### config.mk
export PLATFORM = sky130hd
export DESIGN_NAME = mem_ctrl
export DESIGN_NICKNAME = d
export VERILOG_FILES = /design/src/rtl/mem_ctrl.sv
export SDC_FILE = /design/constraint.sdc
export NUM_CORES = 1
export LEC_CHECK = 0
export CORE_MARGIN = 3
export CORE_UTILIZATION = 35
export DETAILED_ROUTE_END_ITERATION = 12
export PLACE_DENSITY = 0.66
export SKIP_CTS_REPAIR_TIMING = 1
export SLEW_MARGIN = 15
export SYNTH_ARGS = -nofsm -noshare
export SYNTH_HDL_FRONTEND = slang
export SYNTH_SLANG_ARGS = --single-unit
### constraint.sdc
create_clock -name clk_in -period 3.57 [get_ports clk_in]
set_input_delay 0.714 -clock clk_in [delete_from_list [all_inputs] [get_ports clk_in]]
set_output_delay 0.714 -clock clk_in [all_outputs]
set_load 0.05 [all_outputs]
### src/rtl/mem_ctrl.sv
// mem_ctrl: serialises byte/half/word load and store requests from the MEM
// stage into single-byte accesses on a byte-wide synchronous RAM.
module mem_ctrl #(
   parameter int ADDR_WIDTH = 32
) (
   input  logic                  clk_in,
   input  logic                  rst_in,
   input  logic                  rdy_in,
   input  logic [1:0]            memctl_op,
   input  logic [1:0]            memctl_len,
   input  logic [31:0]           memctl_addr,
   input  logic [31:0]           memctl_data,
   output logic                  memctl_fin,
   output logic [31:0]           memctl_out,
   input  logic [7:0]            mem_din,
   output logic [7:0]            mem_dout,
   output logic [ADDR_WIDTH-1:0] mem_a,
   output logic                  mem_wr
);

   localparam logic [1:0] OP_LOAD  = 2'b01;
   localparam logic [1:0] OP_SAVE  = 2'b10;

   localparam logic [1:0] ST_IDLE  = 2'd0;
   localparam logic [1:0] ST_READ  = 2'd1;
   localparam logic [1:0] ST_WRITE = 2'd2;
   localparam logic [1:0] ST_DONE  = 2'd3;

   localparam logic [ADDR_WIDTH-1:0] ADDR_ONE = {{(ADDR_WIDTH-1){1'b0}}, 1'b1};

   logic [1:0]            state_q, state_d;
   logic [1:0]            cnt_q, cnt_d;
   logic                  phase_q, phase_d;
   logic [1:0]            last_q, last_d;
   logic [31:0]           data_q, data_d;
   logic [ADDR_WIDTH-1:0] addr_q, addr_d;
   logic [7:0]            dout_q, dout_d;
   logic                  we_q, we_d;
   logic                  fin_q, fin_d;
   logic [31:0]           out_q, out_d;
   logic [1:0]            nxt_cnt;

   // Index of the final byte: len 2'b11 is handled as a word.
   function automatic logic [1:0] last_byte(input logic [1:0] len);
      case (len)
         2'b00:   last_byte = 2'd0;
         2'b01:   last_byte = 2'd1;
         default: last_byte = 2'd3;
      endcase
   endfunction

   assign nxt_cnt = cnt_q + 2'd1;

   always_comb begin
      // NOTE: every next-state signal defaults to its register so that no path
      // through the case statement can infer a latch.
      state_d = state_q;
      cnt_d   = cnt_q;
      phase_d = phase_q;
      last_d  = last_q;
      data_d  = data_q;
      addr_d  = addr_q;
      dout_d  = dout_q;
      we_d    = we_q;
      fin_d   = fin_q;
      out_d   = out_q;

      if (rdy_in) begin
         case (state_q)
            ST_IDLE: begin
               if (memctl_op == OP_LOAD) begin
                  addr_d  = memctl_addr[ADDR_WIDTH-1:0];
                  last_d  = last_byte(memctl_len);
                  cnt_d   = 2'd0;
                  phase_d = 1'b0;
                  out_d   = 32'h0;
                  state_d = ST_READ;
               end else if (memctl_op == OP_SAVE) begin
                  addr_d  = memctl_addr[ADDR_WIDTH-1:0];
                  last_d  = last_byte(memctl_len);
                  data_d  = memctl_data;
                  dout_d  = memctl_data[7:0];
                  we_d    = 1'b1;
                  cnt_d   = 2'd0;
                  state_d = ST_WRITE;
               end
            end

            // Phase 0 lets the RAM register mem_a; phase 1 consumes mem_din.
            ST_READ: begin
               if (!phase_q) begin
                  phase_d = 1'b1;
               end else begin
                  phase_d = 1'b0;
                  out_d[{cnt_q, 3'b000} +: 8] = mem_din;
                  if (cnt_q == last_q) begin
                     fin_d   = 1'b1;
                     state_d = ST_DONE;
                  end else begin
                     cnt_d  = nxt_cnt;
                     addr_d = addr_q + ADDR_ONE;
                  end
               end
            end

            ST_WRITE: begin
               if (cnt_q == last_q) begin
                  we_d    = 1'b0;
                  fin_d   = 1'b1;
                  state_d = ST_DONE;
               end else begin
                  cnt_d  = nxt_cnt;
                  addr_d = addr_q + ADDR_ONE;
                  dout_d = data_q[{nxt_cnt, 3'b000} +: 8];
               end
            end

            // The request still on the bus here is the one just finished.
            ST_DONE: begin
               fin_d   = 1'b0;
               state_d = ST_IDLE;
            end

            default: state_d = ST_IDLE;
         endcase
      end
   end

   // NOTE: state registers use non-blocking assignments so every flop samples
   // the pre-edge value of every other flop.
   always_ff @(posedge clk_in or posedge rst_in) begin
      if (rst_in) begin
         state_q <= ST_IDLE;
         cnt_q   <= 2'd0;
         phase_q <= 1'b0;
         last_q  <= 2'd0;
         data_q  <= 32'h0;
         addr_q  <= '0;
         dout_q  <= 8'h0;
         we_q    <= 1'b0;
         fin_q   <= 1'b0;
         out_q   <= 32'h0;
      end else begin
         state_q <= state_d;
         cnt_q   <= cnt_d;
         phase_q <= phase_d;
         last_q  <= last_d;
         data_q  <= data_d;
         addr_q  <= addr_d;
         dout_q  <= dout_d;
         we_q    <= we_d;
         fin_q   <= fin_d;
         out_q   <= out_d;
      end
   end

   assign memctl_fin = fin_q;
   assign memctl_out = out_q;
   assign mem_a      = addr_q;
   assign mem_dout   = dout_q;
   // A frozen controller must never write, even mid-store.
   assign mem_wr     = we_q & rdy_in;

endmodule

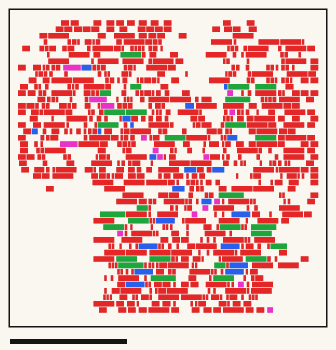
**Above:** cell sizes after repair.
Bar = 50 um.
size	color	cells	share
_0 and _1 cells	red	730	92%
_6 and larger	green	28	3.5%
_2 cells	blue	21	2.6%
_3 and _4 cells	magenta	16	2.0%

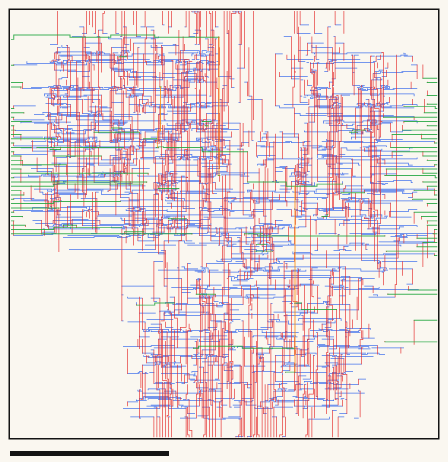
**Above:** routed metal, one color a layer.
Bar = 50 um.
layer	color	wire length
metal 4	orange	122 um
metal 2	red	7840 um
metal 3	green	1010 um
metal 1	blue	7060 um

==> Changelog: implementation <==
## Implementation

- Max Slew Vio Count: 0
- Tightest Pin Transition: 0.9559 ns
- Initial DRC count: 296
- Root Driver: clkbuf_16
- Clock buffers: 22
- # DRC: 0
- Seq cells post-synth: 113
- Comb gates: 454
- Critical Path, Cell by Cell: inv_1 -> ha_2 -> inv_1 -> nor3_1 -> nand3_1 -> or3_1 -> a22oi_1
- CP max stage delay: 0.67 ns
- Yosys synthesis chip area: 5798 sq um
- Initial antenna violation count: 0
- Inst Count DP: 979
- Ys cells: 634
- Via/cell ratio: 5.047
- Vias in the first global route: 5030
- Tool warnings: 34
- Setup TNS: 0 ns
- Worst r2r src: state_q[0]
- Clock-net power: 1.96 mW
- Final worst-path cycle share: 77.83%
- Worst VDD drop: 0.0006270 V
- Crit path kind: flip-flop to flip-flop
- Multiplexer share: 5.373%
- EDFF count, synth: 0
- Synthesized area per cell: 9.145 sq um
- GR Layer Usage met2: 28.85%
- Total CTS buffers: 17
- Layout cells sized above 1: 8.176%
- Largest cells by area: dfrtp_1, nand2_1, a21oi_1
- First-pass DRT Iterations: 5
- H-tree depth: 4
- DRT Wirelength: 16040 um
- Top sig layer: met4
- Most frequent logic cell in the layout: nand2_1
- Final setup vio count: 0
- Area of the mapped netlist: 5798 sq um
- Internal power: 4.647 mW
- Buffering overhead: 19.54%
- Reg-to-reg endpoint: mem_a[26]
- Synth top cells by count: nand2_1, dfrtp_1, a21oi_1, nand3_1, o21ai_0
- Area after DPL: 7535 sq um
- CP max stage cell: ha_2
- Worst R2R Setup Slack: 0.79 ns
- Critical Path Source: state_q[0]
- Most frequent CP cell: inv_1
- Die span in y: 134.7 um
- Fmax: 359.9 MHz
- Flop share of the area: 34.39%
- GRT Overall Usage: 18.05%
- Die area: 18150 sq um
- Vias: 5103
- Worst setup EP type: flip-flop
- Tap Count: 216
- Yosys top cell area share: 48.77%
- Seq share, synth: 48.77%
- Delay-heaviest family, CP: simple AND/OR/NAND/NOR gates
- Die width: 134.7 um
- Detail Route met2 WL: 7843 um
- Setup ws final: 0.7916 ns
- Power share of the combinational group: 49.6%
- P&R area growth vs syn: 41.80%
- Dominant comb cell: simple AND/OR/NAND/NOR gates
- Largest net degree at the start of global routing: 61
- Final Instance Area: 8222 sq um
- Met1 layer usage reported by global route: 23.85%
- Gpl congestion: 0.8046
- Num rows: 46
- Critical path startpoint category: flip-flop
- Sw power: 3.635 mW
- Wire length on met1: 7057 um
- Commonest flop: dfrtp_1
- Dominant kind of cell by area: flip-flops and latches
- Setup repair after global routing missed its margin: no
- Unique cell types: 51
- Net Sw Frac: 43.89%
- Place WS: 0.6337 ns
- Worst setup path end: mem_a[26]
- Pleak: 3.567 nW
- Core footprint: 16060 sq um
- Top-count cell post-synth: nand2_1
- Worst path buffer plus inverter count: 2
- Status: finished, final reports clean
- Fin crit period: 2.778 ns
- Critical Path Fanout Max: 28
- Met3 wire length: 1012 um
- Setup Skew: 0.006180 ns
- Simple Share, Synth: 21.71%
- FP Util: 36.11%
- Clock power frac: 23.7%
- Layout Cells excl Fill: 1011
- CTS clk-pin slew, worst paths: 0.05 ns
- N_diodes: 0
- Sequential Area: 2828 sq um
- Hold depth: 2
- Pwr top: combinational cells
- GR peak layer: met2
- Ys Warns: 0
- Reg2reg path depth: 7
- P per Cell Area: 1007 nW/um^2
- Post-synth ARST share: 100.0%
- HP Class: flip-flop to flip-flop
- Levels on crit path: 7
- Non-clock inverter count: 34
- Syn Nets: 725
- Overflow after GRT: 0
- Antenna viol nets, final: 0
- Routed WL per cell: 15.86 um
- Clk sinks: 113
- Leading area contributor after synthesis: dfrtp_1
- Ao+oa area frac: 16.53%
- Pwr Total: 8.282 mW
- Non-clock buffers: 162
- M3 GR Usage: 5.514%
- Clock Path Buffers: 2
- Comb. cell area: 2699 sq um
- ClkCell Share: 8.355%
- Critical path arrival: 3.10 ns
- Nets: 873
- Final Util: 51.20%
- Combinational share of cell area: 32.83%
- Ports: 153
- Worst skew pair latency: 0.41 ns
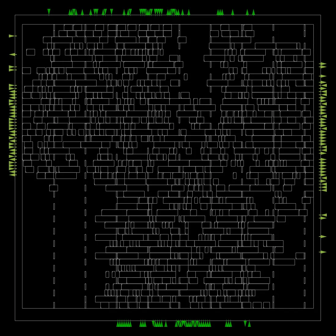
**Above:** placement view.
fill cell count: 1480
registers: 113

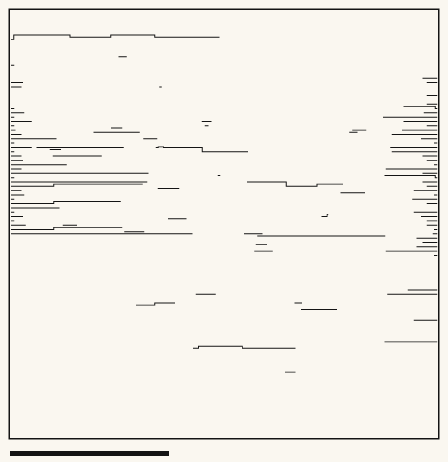
**Above:** met3 routing.
Bar = 50 um.
share of all routed wire	6.3%
nets with wire on the layer	98
longest straight run	56.8 um
main direction	horizontal
wire length on this layer	1010 um

Power figures rest on the tool's default switching activity, not on a simulated workload.
